$ cat src/rtl/t05_pkg.sv
// Shared encodings for the histogram SRAM command bus and the reader FSM.
package t05_pkg;

    localparam logic [1:0] SRAM_READ  = 2'd0;
    localparam logic [1:0] SRAM_WRITE = 2'd1;
    localparam logic [1:0] SRAM_IDLE  = 2'd3;

    localparam logic [3:0] IDLE    = 4'd0;
    localparam logic [3:0] REQ     = 4'd1;
    localparam logic [3:0] WAIT    = 4'd2;
    localparam logic [3:0] CAPTURE = 4'd3;
    localparam logic [3:0] CLEAR   = 4'd4;
    localparam logic [3:0] CHECK   = 4'd5;
    localparam logic [3:0] EMIT    = 4'd6;
    localparam logic [3:0] NEXT    = 4'd7;
    localparam logic [3:0] DONE    = 4'd8;

endpackage

$ cat src/rtl/t05_hist_reader_if.sv
// (character, count) pair stream from the histogram reader to the tree/sort stage.
interface t05_hist_reader_if;

    logic [7:0]  out_char;
    logic [31:0] out_count;
    logic        out_valid;
    logic        out_ready;

    modport master (output out_char, output out_count, output out_valid, input out_ready);
    modport slave  (input out_char, input out_count, input out_valid, output out_ready);

endinterface

$ cat src/rtl/t05_sram_rd_port.sv
// Read-latency counter and capture register for one SRAM read transaction.
module t05_sram_rd_port #(
    parameter int unsigned READ_LAT = 3
) (
    input  logic        clk,
    input  logic        nrst,
    input  logic        req_i,
    input  logic        wait_i,
    input  logic        capture_i,
    input  logic [31:0] sram_i,
    output logic        rd_done_o,
    output logic [31:0] data_o
);

    logic [2:0]  cnt_q, cnt_d;
    logic [31:0] data_q, data_d;

    always_comb begin
        cnt_d  = cnt_q;
        data_d = data_q;
        if (req_i) begin
            cnt_d = 3'd0;
        end else if (wait_i) begin
            cnt_d = cnt_q + 3'd1;
        end
        if (capture_i) begin
            data_d = sram_i;
        end
    end

    always_ff @(posedge clk or negedge nrst) begin
        if (!nrst) begin
            cnt_q  <= 3'd0;
            data_q <= 32'd0;
        end else begin
            cnt_q  <= cnt_d;
            data_q <= data_d;
        end
    end

    // Last WAIT cycle: the next state may capture sram_i.
    assign rd_done_o = wait_i && (cnt_q == 3'(READ_LAT - 1));
    assign data_o    = data_q;

endmodule

$ cat src/rtl/t05_hist_reader.sv
// Scans the 256-entry histogram SRAM, streams non-zero (char, count) pairs and checks the total.
module t05_hist_reader #(
    parameter logic [3:0]  ENABLE_STATE  = 4'd2,
    parameter int unsigned READ_LAT      = 3,
    parameter bit          CLEAR_ON_READ = 1'b1
) (
    input  logic                      clk,
    input  logic                      nrst,
    input  logic [3:0]                en_state,
    input  logic [31:0]               total_in,
    input  logic [31:0]               sram_in,
    output logic [7:0]                hist_addr,
    output logic [31:0]               sram_out,
    output logic [1:0]                wr_r_en,
    output logic [8:0]                sym_cnt,
    output logic [31:0]               sum,
    output logic                      mismatch,
    output logic                      done,
    t05_hist_reader_if.master         out_if
);

    import t05_pkg::*;

    logic [3:0]  state_q, state_d;
    logic [7:0]  addr_q, addr_d;
    logic [7:0]  hist_addr_q, hist_addr_d;
    logic [1:0]  wr_r_en_q, wr_r_en_d;
    logic [7:0]  out_char_q, out_char_d;
    logic [31:0] out_count_q, out_count_d;
    logic        out_valid_q, out_valid_d;
    logic [8:0]  sym_cnt_q, sym_cnt_d;
    logic [31:0] sum_q, sum_d;
    logic        mismatch_q, mismatch_d;
    logic        done_q, done_d;

    logic        run;
    logic        rd_done;
    logic [31:0] data_reg;

    assign run = (en_state == ENABLE_STATE);

    t05_sram_rd_port #(
        .READ_LAT (READ_LAT)
    ) u_rd_port (
        .clk       (clk),
        .nrst      (nrst),
        .req_i     (state_q == REQ),
        .wait_i    (state_q == WAIT),
        .capture_i (state_q == CAPTURE),
        .sram_i    (sram_in),
        .rd_done_o (rd_done),
        .data_o    (data_reg)
    );

    always_comb begin
        state_d     = state_q;
        addr_d      = addr_q;
        hist_addr_d = hist_addr_q;
        wr_r_en_d   = wr_r_en_q;
        out_char_d  = out_char_q;
        out_count_d = out_count_q;
        out_valid_d = out_valid_q;
        sym_cnt_d   = sym_cnt_q;
        sum_d       = sum_q;
        mismatch_d  = mismatch_q;
        done_d      = done_q;

        // Abort: a partially scanned (and partially cleared) table is left as-is.
        if (!run && state_q != IDLE && state_q != DONE) begin
            state_d     = IDLE;
            out_valid_d = 1'b0;
            wr_r_en_d   = SRAM_IDLE;
        end else begin
            case (state_q)
                IDLE: begin
                    wr_r_en_d = SRAM_IDLE;
                    if (run) begin
                        sym_cnt_d   = 9'd0;
                        sum_d       = 32'd0;
                        mismatch_d  = 1'b0;
                        done_d      = 1'b0;
                        addr_d      = 8'd0;
                        hist_addr_d = 8'd0;
                        wr_r_en_d   = SRAM_READ;
                        state_d     = REQ;
                    end
                end
                REQ: begin
                    wr_r_en_d = SRAM_IDLE;
                    state_d   = WAIT;
                end
                WAIT: begin
                    if (rd_done) begin
                        state_d = CAPTURE;
                    end
                end
                CAPTURE: begin
                    if (CLEAR_ON_READ) begin
                        hist_addr_d = addr_q;
                        wr_r_en_d   = SRAM_WRITE;
                        state_d     = CLEAR;
                    end else begin
                        state_d = CHECK;
                    end
                end
                CLEAR: begin
                    wr_r_en_d = SRAM_IDLE;
                    state_d   = CHECK;
                end
                CHECK: begin
                    wr_r_en_d = SRAM_IDLE;
                    if (data_reg != 32'd0) begin
                        out_char_d  = addr_q;
                        out_count_d = data_reg;
                        out_valid_d = 1'b1;
                        sum_d       = sum_q + data_reg;
                        sym_cnt_d   = sym_cnt_q + 9'd1;
                        state_d     = EMIT;
                    end else begin
                        state_d = NEXT;
                    end
                end
                EMIT: begin
                    if (out_if.out_ready) begin
                        out_valid_d = 1'b0;
                        state_d     = NEXT;
                    end
                end
                NEXT: begin
                    if (addr_q == 8'hFF) begin
                        done_d     = 1'b1;
                        mismatch_d = (sum_q != total_in);
                        state_d    = DONE;
                    end else begin
                        addr_d      = addr_q + 8'd1;
                        hist_addr_d = addr_q + 8'd1;
                        wr_r_en_d   = SRAM_READ;
                        state_d     = REQ;
                    end
                end
                DONE: begin
                    wr_r_en_d = SRAM_IDLE;
                    if (!run) begin
                        done_d  = 1'b0;
                        state_d = IDLE;
                    end
                end
                default: begin
                    wr_r_en_d   = SRAM_IDLE;
                    out_valid_d = 1'b0;
                    state_d     = IDLE;
                end
            endcase
        end
    end

    always_ff @(posedge clk or negedge nrst) begin
        if (!nrst) begin
            state_q     <= IDLE;
            addr_q      <= 8'd0;
            hist_addr_q <= 8'd0;
            wr_r_en_q   <= SRAM_IDLE;
            out_char_q  <= 8'd0;
            out_count_q <= 32'd0;
            out_valid_q <= 1'b0;
            sym_cnt_q   <= 9'd0;
            sum_q       <= 32'd0;
            mismatch_q  <= 1'b0;
            done_q      <= 1'b0;
        end else begin
            state_q     <= state_d;
            addr_q      <= addr_d;
            hist_addr_q <= hist_addr_d;
            wr_r_en_q   <= wr_r_en_d;
            out_char_q  <= out_char_d;
            out_count_q <= out_count_d;
            out_valid_q <= out_valid_d;
            sym_cnt_q   <= sym_cnt_d;
            sum_q       <= sum_d;
            mismatch_q  <= mismatch_d;
            done_q      <= done_d;
        end
    end

    assign hist_addr        = hist_addr_q;
    assign sram_out         = 32'd0;
    assign wr_r_en          = wr_r_en_q;
    assign sym_cnt          = sym_cnt_q;
    assign sum              = sum_q;
    assign mismatch         = mismatch_q;
    assign done             = done_q;
    assign out_if.out_char  = out_char_q;
    assign out_if.out_count = out_count_q;
    assign out_if.out_valid = out_valid_q;

endmodule

$ cat src/flat_wrapper.sv
// flat-port wrapper written by rule: the top's interface ports become plain ports
module t05_hist_reader_flat import t05_pkg::*;
#(
    parameter logic [3:0]  ENABLE_STATE  = 4'd2,
    parameter int unsigned READ_LAT      = 3,
    parameter bit          CLEAR_ON_READ = 1'b1
)
  (clk, nrst, en_state, total_in, sram_in, hist_addr, sram_out, wr_r_en, sym_cnt, sum, mismatch, done, out_if_out_char, out_if_out_count, out_if_out_valid, out_if_out_ready);
  t05_hist_reader_if out_if_i ();
  input  logic clk;
  input  logic nrst;
  input  logic [3:0] en_state;
  input  logic [31:0] total_in;
  input  logic [31:0] sram_in;
  output logic [7:0] hist_addr;
  output logic [31:0] sram_out;
  output logic [1:0] wr_r_en;
  output logic [8:0] sym_cnt;
  output logic [31:0] sum;
  output logic mismatch;
  output logic done;
  output wire logic [$bits(out_if_i.out_char)-1:0] out_if_out_char;
  output wire logic [$bits(out_if_i.out_count)-1:0] out_if_out_count;
  output wire logic [$bits(out_if_i.out_valid)-1:0] out_if_out_valid;
  input wire logic [$bits(out_if_i.out_ready)-1:0] out_if_out_ready;
  assign out_if_out_char = out_if_i.out_char;
  assign out_if_out_count = out_if_i.out_count;
  assign out_if_out_valid = out_if_i.out_valid;
  assign out_if_i.out_ready = out_if_out_ready;
  t05_hist_reader #(.ENABLE_STATE(ENABLE_STATE), .READ_LAT(READ_LAT), .CLEAR_ON_READ(CLEAR_ON_READ)) u_core (.clk(clk), .nrst(nrst), .en_state(en_state), .total_in(total_in), .sram_in(sram_in), .hist_addr(hist_addr), .sram_out(sram_out), .wr_r_en(wr_r_en), .sym_cnt(sym_cnt), .sum(sum), .mismatch(mismatch), .done(done), .out_if(out_if_i));
endmodule
$ cat config.mk
export PLATFORM = sky130hd
export DESIGN_NAME = t05_hist_reader_flat
export DESIGN_NICKNAME = d
export VERILOG_FILES = /design/src/rtl/t05_pkg.sv /design/src/rtl/t05_hist_reader_if.sv /design/src/rtl/t05_sram_rd_port.sv /design/src/rtl/t05_hist_reader.sv /design/src/flat_wrapper.sv
export SDC_FILE = /design/constraint.sdc
export NUM_CORES = 1
export LEC_CHECK = 0
export ABC_CLOCK_PERIOD_IN_PS = 3000
export CELL_PAD_IN_SITES_DETAIL_PLACEMENT = 1
export CELL_PAD_IN_SITES_GLOBAL_PLACEMENT = 2
export CORE_MARGIN = 2
export CORE_UTILIZATION = 31
export CTS_BUF_LIST = sky130_fd_sc_hd__clkbuf_16
export DETAILED_ROUTE_END_ITERATION = 12
export MAX_ROUTING_LAYER = met4
export PLACE_DENSITY = 0.88
export SYNTH_ARGS = -nofsm -noshare
export SYNTH_HDL_FRONTEND = slang
export SYNTH_HIERARCHICAL = 1
export SYNTH_SLANG_ARGS = --single-unit
$ cat constraint.sdc
create_clock -name clk -period 3 [get_ports clk]
set_input_delay 0.6 -clock clk [delete_from_list [all_inputs] [get_ports clk]]
set_output_delay 0.6 -clock clk [all_outputs]
set_load 0.02 [all_outputs]
Sequential cells grouped by signal name:
Scale bar: 50 um. Other sequential cells in the stronger grey, the rest of the logic in the fainter grey.
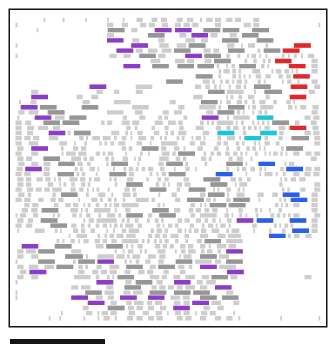
[cyan] `u_core/state_q` | placed flops: 4 | where: east
[blue] `u_core/sym_cnt` | placed flops: 9 | where: east
[purple] `u_core/out_if.out_count` | placed flops: 32
[red] `u_core/hist_addr` | placed flops: 8 | where: north-east

Cell classes on the final placement:
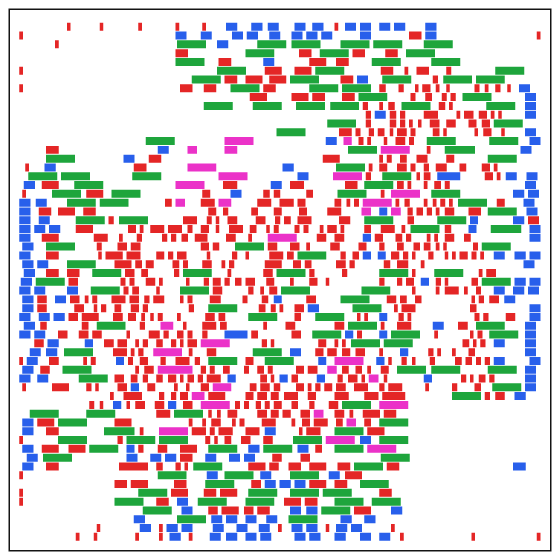
[blue] remaining buffers and delay cells | cells: 190 | share of their area: 18%
[magenta] clock drivers and dummy loads | cells: 32 | share of their area: 5.7%
[green] registers | cells: 141 | share of their area: 34%
[red] remaining logic cells | cells: 628 | share of their area: 43%

Clock wires, drivers and flops:
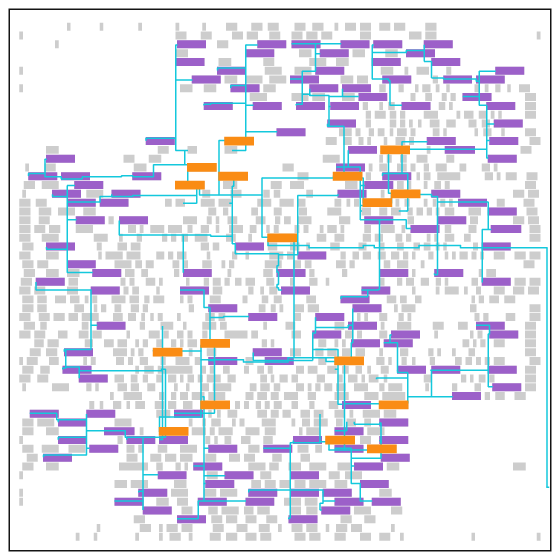
[orange] clock-net drivers | count: 17
[purple] flip-flops | count: 141
[cyan] clock wires | length: 2210 um
routed clock nets: 18
clock skew: 0.0152 ns
Late-Pin Clk Latency: 0.43 ns

Cell sizes after repair:
Scale bar: 50 um.
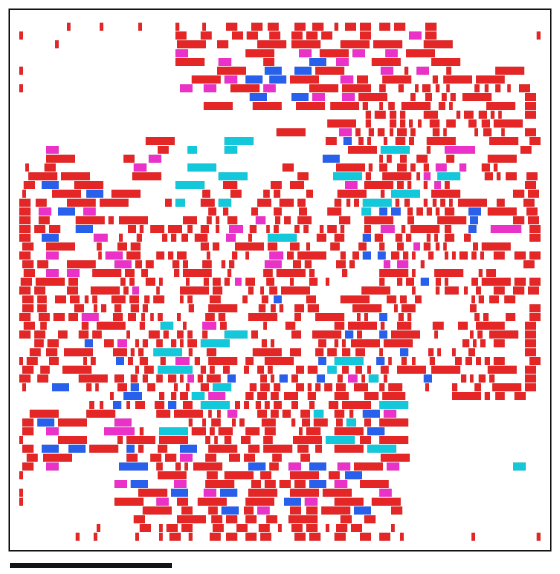
[cyan] x6 and larger | cells: 33 | share: 3.3%
[red] x1 and smaller | cells: 828 | share: 84%
[blue] x3 and x4 | cells: 59 | share: 6.0%
[magenta] x2 | cells: 71 | share: 7.2%

Clock routing:
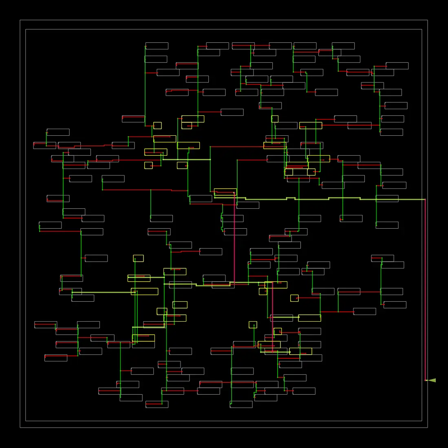
cts bufs inserted: 17
Clock group: 2.18 mW
clock sink count: 141
Clock buffer cells: 17
flop count: 141

worst max-delay path, stage by stage, from the launching register on:
cell	delay (ns)
dfrtp_1	0.38
ha_1	0.18
inv_1	0.06
fa_1	0.40
nor2b_2	0.17
o31a_1	0.17
o31a_1	0.16
o21ai_1	0.09
a21oi_1	0.19
o31a_1	0.29
o2111ai_1	0.20
and3_1	0.21
o31ai_1	0.24
routing by layer:
| layer | global-route usage (%) | vias up | share of wire (%) |
|---|---|---|---|
| li1 | - | 3167 | - |
| met2 | 30.8 | 184 | 49 |
| met3 | 3.26 | 23 | 4.8 |
| met1 | 25.5 | 3433 | 45 |
| met4 | 4.42 | 0 | 1.1 |
| met5 | - | - | 0 |
cells by family after synthesis:
family / synth area share, %
flip-flops: 42.9
adder cells (fa/ha/maj): 5.56
multiplexers: 11.2
XOR/XNOR: 7.02
other: 0.0455
AND-OR/OR-AND: 14.8
AND/OR/NAND/NOR: 12.9
buffers and inverters: 5.62
placed cells by master, fill, tap and decap left out, types with 4 or more instances in the layout:
cell and instances:
inv_6 7, inv_8 4, buf_4 24, nor2b_1 7, nor3_1 8, and2_1 4
clkdlybuf4s50_1 163, o21ai_1 17, o31ai_1 14, nand2b_1 8, nor4_1 15, nand4_1 12
dfrtp_1 138, ha_1 30, o21ai_0 54, xor2_1 54, mux2_2 41, a21o_1 19
or2_2 8, clkbuf_16 17, mux2_4 30, xnor2_1 12, o21a_1 6, a21oi_1 37
ha_2 4, and3_1 15, nand3_1 10, conb_1 32, a31oi_1 6, nand2_1 83
inv_1 11, nor2_1 34
timing repair:
item                                    in CTS  in global routing
setup buffers                                0                  1
endpoints found under the setup margin       0                  7
hold buffers                                 0                  0
resized                                      0                 16
==> Slide: Implementation Results <==
Physical Implementation Snapshot

Global routing
  – Antenna violations before repair: 0
  – First-pass GRT wire length: 40.6 mm
  – Vias in the first global route: 7115
  – Largest net degree at the start of global routing: 70
  – GRT Util Overall: 19.2%

Floorplan
  – Init Core Util: 31.6%
  – Chip width: 167 um
  – Core box area: 26100 um^2
  – Die height: 167 um
  – Rows: 59

STA
  – Final Hold Viols: 0
  – Fin crit share: 94.6%
  – RSZ-0062 raised after global routing: true
  – PnR worst setup slack: 0.162 ns
  – Slew Viols, Final: 0
  – Worst hold slack: 0.187 ns
  – Setup_tns: 0 ns

Final layout
  – Register area: 3530 um^2
  – Comb area share: 40.7%
  – Diodes inserted: 0
  – Non-CTS buffers: 190
  – Register share of the cell area: 32.4%
  – Area Overhead vs Synth: 32.1%
  – Combinational gate area: 4440 um^2
  – Fill cell count: 2894
  – Layout cells sized above 1: 16.4%
  – Data buffer area share: 17.1%

Critical path
  – R2R Setup Slk: 0.16 ns
  – Worst-path fanout max: 5
  – Startpoint types: register
  – R2r endpoint: u_core/sum[30]
  – Worst Path Arrival: 3.16 ns
  – Critical path endpoint category: register
  – RR Startpoint: u_core/u_rd_port/data_o[0]
  – Worst Setup Path Type: register to register
  – Worst r2r path cells: 12
  – Launch point of the critical path: u_core/u_rd_port/data_o[0]

Route
  – Starting DRT DRC Count: 381
  – Residual DRC count: 0
  – Drt via density: 5.13
  – Vias: 6807
  – DRT Pass-1 Iters: 4
  – Final WL: 25.8 mm

Power and ir drop
  – Switching power: 1.15 mW
  – PwrDens: 401 nW/um^2
  – Power Combinational: 0.267 mW
  – Net Sw Frac: 26.4%
  – Leakage power figure: 4.99 nW
  – VDD IR max: 253 uV
  – Internal Dissipation: 3.22 mW
  – Tot Pwr: 4.37 mW
  – Seq pwr share: 43.9%
  – Largest power group: the clock network

Clocking
  – Maximum level of the CTS H-tree: 4
  – Clock transition at the registers of the reported paths: 0.07 ns
  – Clock root buffer: clkbuf_16

Job
  – # Max-Cap Violations: 0
  – Number of logged tool warnings: 28

Place
  – Dpl ws: 0.109 ns
  – Placed instance count: 1293
  – Detailed Place HPWL: 18.9 mm
  – IO Port Bufs: 164
  – Routability cong.: 0.881

Yosys
  – Yosys warning tally: 6
  – List of most frequent post-synthesis cells: 139 x dfrtp_1, 83 x nand2_1, 55 x o21ai_0
  – Count leader, synth: dfrtp_1
  – Async SR Flop Fraction: 100%
  – Area leader share: 42.2%
  – Top cells, area: dfrtp_1 42%, xor2_1 5.7%, mux2_2 5.6%, mux2_4 5.5%, ha_1 5.3%

Run status
  – Status: finished clean
Power and IR drop assume default switching activity.
